==> config.mk <==
export PLATFORM = sky130hd
export DESIGN_NAME = top6_stream_selector
export DESIGN_NICKNAME = d
export VERILOG_FILES = /design/src/rtl/top6_stream_selector.sv
export SDC_FILE = /design/constraint.sdc
export NUM_CORES = 1
export LEC_CHECK = 0
export CORE_MARGIN = 4
export CORE_UTILIZATION = 40
export CTS_CLUSTER_DIAMETER = 60
export CTS_CLUSTER_SIZE = 14
export DETAILED_ROUTE_END_ITERATION = 7
export HOLD_SLACK_MARGIN = 0.08
export PLACE_DENSITY = 0.7
export SYNTH_ARGS = -nofsm -noshare
export SYNTH_HDL_FRONTEND = slang
export SYNTH_SLANG_ARGS = --single-unit
export TNS_END_PERCENT = 20
==> constraint.sdc <==
create_clock -name clk -period 3.35 [get_ports clk]
set_clock_uncertainty 0.1 [all_clocks]
set_input_delay 0.67 -clock clk [delete_from_list [all_inputs] [get_ports clk]]
set_output_delay 0.67 -clock clk [all_outputs]
set_load 0.02 [all_outputs]
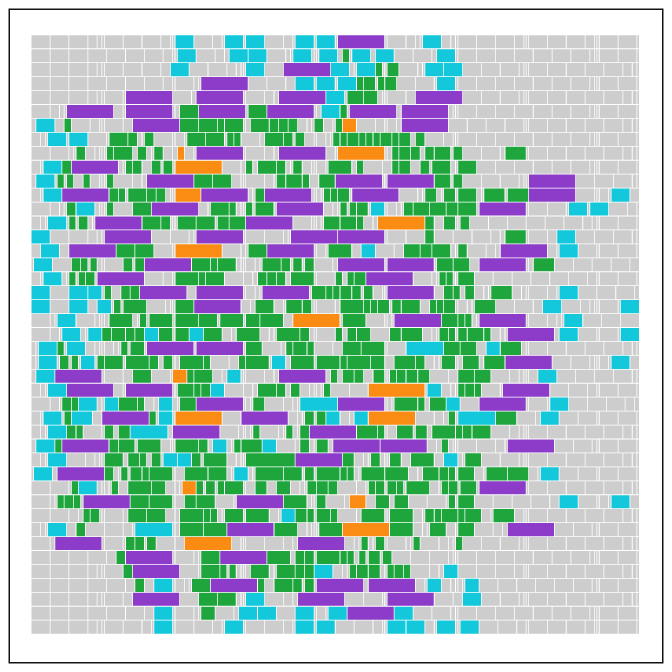
(placement by cell class)
Fill, decap, tap and diode cells in grey.
[other buffers and delay cells] cyan | cells: 128 | share of their area: 18%
[flops] purple | cells: 91 | share of their area: 32%
[all other logic] green | cells: 462 | share of their area: 45%
[clock drivers and dummy loads] orange | cells: 16 | share of their area: 4.3%
fin area: 7250 um2
core area: 13,900 um2
Row Count: 43
utilization after layout: 52.2%
Seq/total area: 31.4%

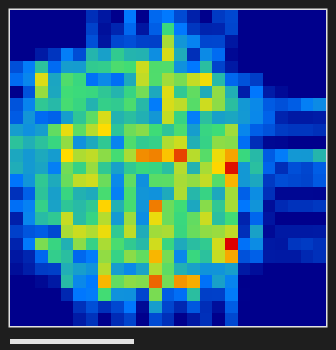
(wiring heat map)
The bar under the picture is 50 um long. 25 x 25 tiles, from dark blue (low) to red (high), scaled to the fullest tile. Values are wire area over tile area, all layers added.
fullest tile: 0.52
mean over tiles: 0.15
emptiest ninth of the die: top right
tiles over half the peak: 22%
densest ninth of the die: middle
nearly empty tiles: 22%
final WL: 15,700 um
gr usage total: 19.8%
vias: 4,817
average wire per standard cell: 18.0 um

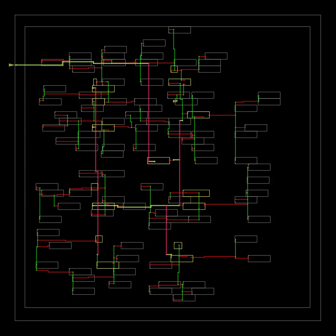
(clock routing)
flop count: 91
clk_buf instances: 11

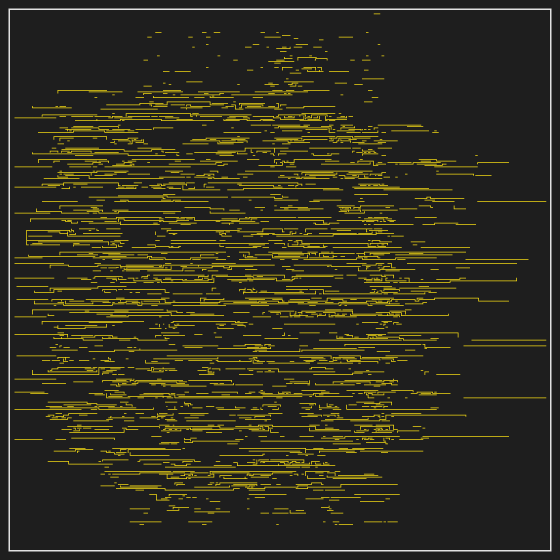
(met1 routing)
longest straight run: 39.1 um
nets with wire on the layer: 680
main direction: horizontal
grt met1 use: 26.8%

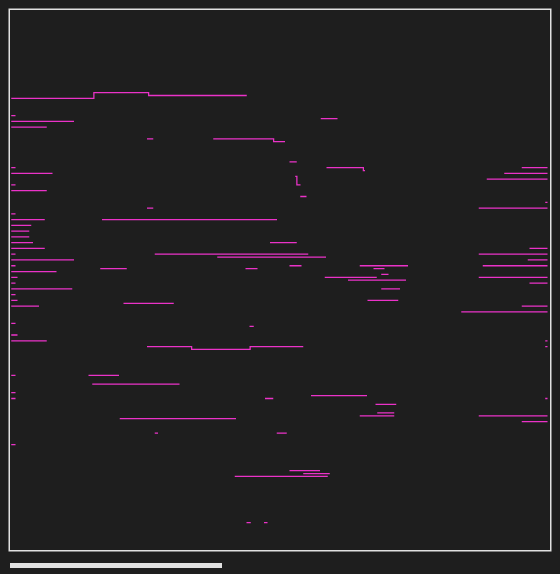
(signal wires on met3)
The bar under the picture is 50 um long.
longest straight run: 40.9 um
wire length on this layer: 728 um
met3 GRT Util: 3.30%

==> flow_metrics.py <==
# Physical implementation metrics
metrics = {
    "run_status": {
        "status": "completed",
    },
    "synthesis": {
        "xor_area_share_pct": 0.462,
        "mux_share_pct": 13.4,
        "synthTopCellsByCount": "91 x dfrtp_1, 79 x nand2_1, 58 x mux2i_1",
        "most_common_cell": "dfrtp_1",
        "ys_ff": 91,
        "ys_seq_share_pct": 40.0,
        "edf_count": 0,
        "yosys_cells": 600,
        "synth_cells": 600,
        "yosys_warnings": 0,
        "synth_simple_gate_area_share_pct": 13.7,
        "synthAoiAreaFrac_pct": 16.8,
        "yosysTopAreaCellShare_pct": 40.0,
        "ys_types": 49,
        "ff_type": "dfrtp_1",
    },
    "layout": {
        "insertedDiodeCount": 0,
        "lay_top_count": "clkdlybuf4s50_1",
        "area_growth_pct": 27.5,
        "nNetsFinal": 749,
        "fill_cells": 1241,
        "buffer_area_share_pct": 17.4,
        "largest_reg_flops": 78,
        "regArea_um2": 2280,
        "clockNetworkAreaShare_pct": 4.19,
    },
    "timing": {
        "worst_slack_ns": 0.220,
        "rsz0062_at_grt": "no",
        "setup_tns_ns": 0,
        "whs_ns": 0.411,
        "max_clock_freq_ghz": 0.319,
        "setup_viol": 0,
        "slew_headroom_pct": 50.7,
        "hold_viol_final": 0,
        "maxSlewViolCount": 0,
    },
    "floorplan": {
        "taps": 180,
        "die_y_um": 127,
        "initCoreUtil_pct": 41.0,
        "die_w_um": 127,
        "die_area_um2": 16200,
        "top_level_ports": 94,
    },
    "detailed_routing": {
        "vias_per_cell": 5.49,
        "first_iter_violations": 229,
        "post-route-drc-count": 0,
        "detail-route-antenna-nets": 0,
        "highest_layer": "met4",
        "met3_length_um": 728,
    },
    "setup_path": {
        "cp-start-kind": "input port",
        "crit_cells": 10,
        "crit_family": "AND-OR/OR-AND gates",
        "reg2reg_slack_ns": 0.64,
        "worstPathRequired_ns": 3.48,
        "crit_chain": "clkdlybuf4s50_1 -> inv_1 -> ha_1 -> a211oi_1 -> o21ai_0 -> a211oi_2 -> buf_12 -> mux2i_1 -> a21oi_1 -> mux2_2",
        "cp.arrival_ns": 3.26,
        "end_kind": "register",
        "slowest_delay_ns": 0.50,
        "path_class": "input port to register",
        "r2r_cells": 8,
    },
    "placed_design": {
        "io_buffers": 93,
        "place_ws_ns": -0.271,
        "gp_congestion": 0.889,
        "dp_cells": 860,
        "hpwl_um": 11900,
        "dpl_cell_area_um2": 6940,
    },
    "global_route": {
        "antenna_found_initial": 0,
        "grt_overflow_total": 0,
        "use_met2_pct": 32.3,
        "grt_pass1_vias": 4937,
    },
    "power": {
        "p_total_mw": 7.34,
        "sequentialPower_mw": 2.20,
        "power_density_nw_per_um2": 1010,
        "p_comb_mw": 4.09,
        "power_clock_mw": 1.04,
        "p_comb_share_pct": 55.8,
        "swShare_pct": 43.4,
        "p_sw_mw": 3.18,
    },
    "hold_path": {
        "min_path_type": "register to register",
    },
    "clocking": {
        "htreeDepth": 3,
        "clkLatencyLatePin_ns": 0.34,
        "root_buffer": "clkbuf_16",
        "ctsHoldBuffers": 0,
        "cts_buffers": 9,
        "cts_tree": "yes",
    },
    "run": {
        "drv_cap": 0,
        "warning_count": 26,
    },
}
No activity file was given, so power comes from the tool's default toggle rates.
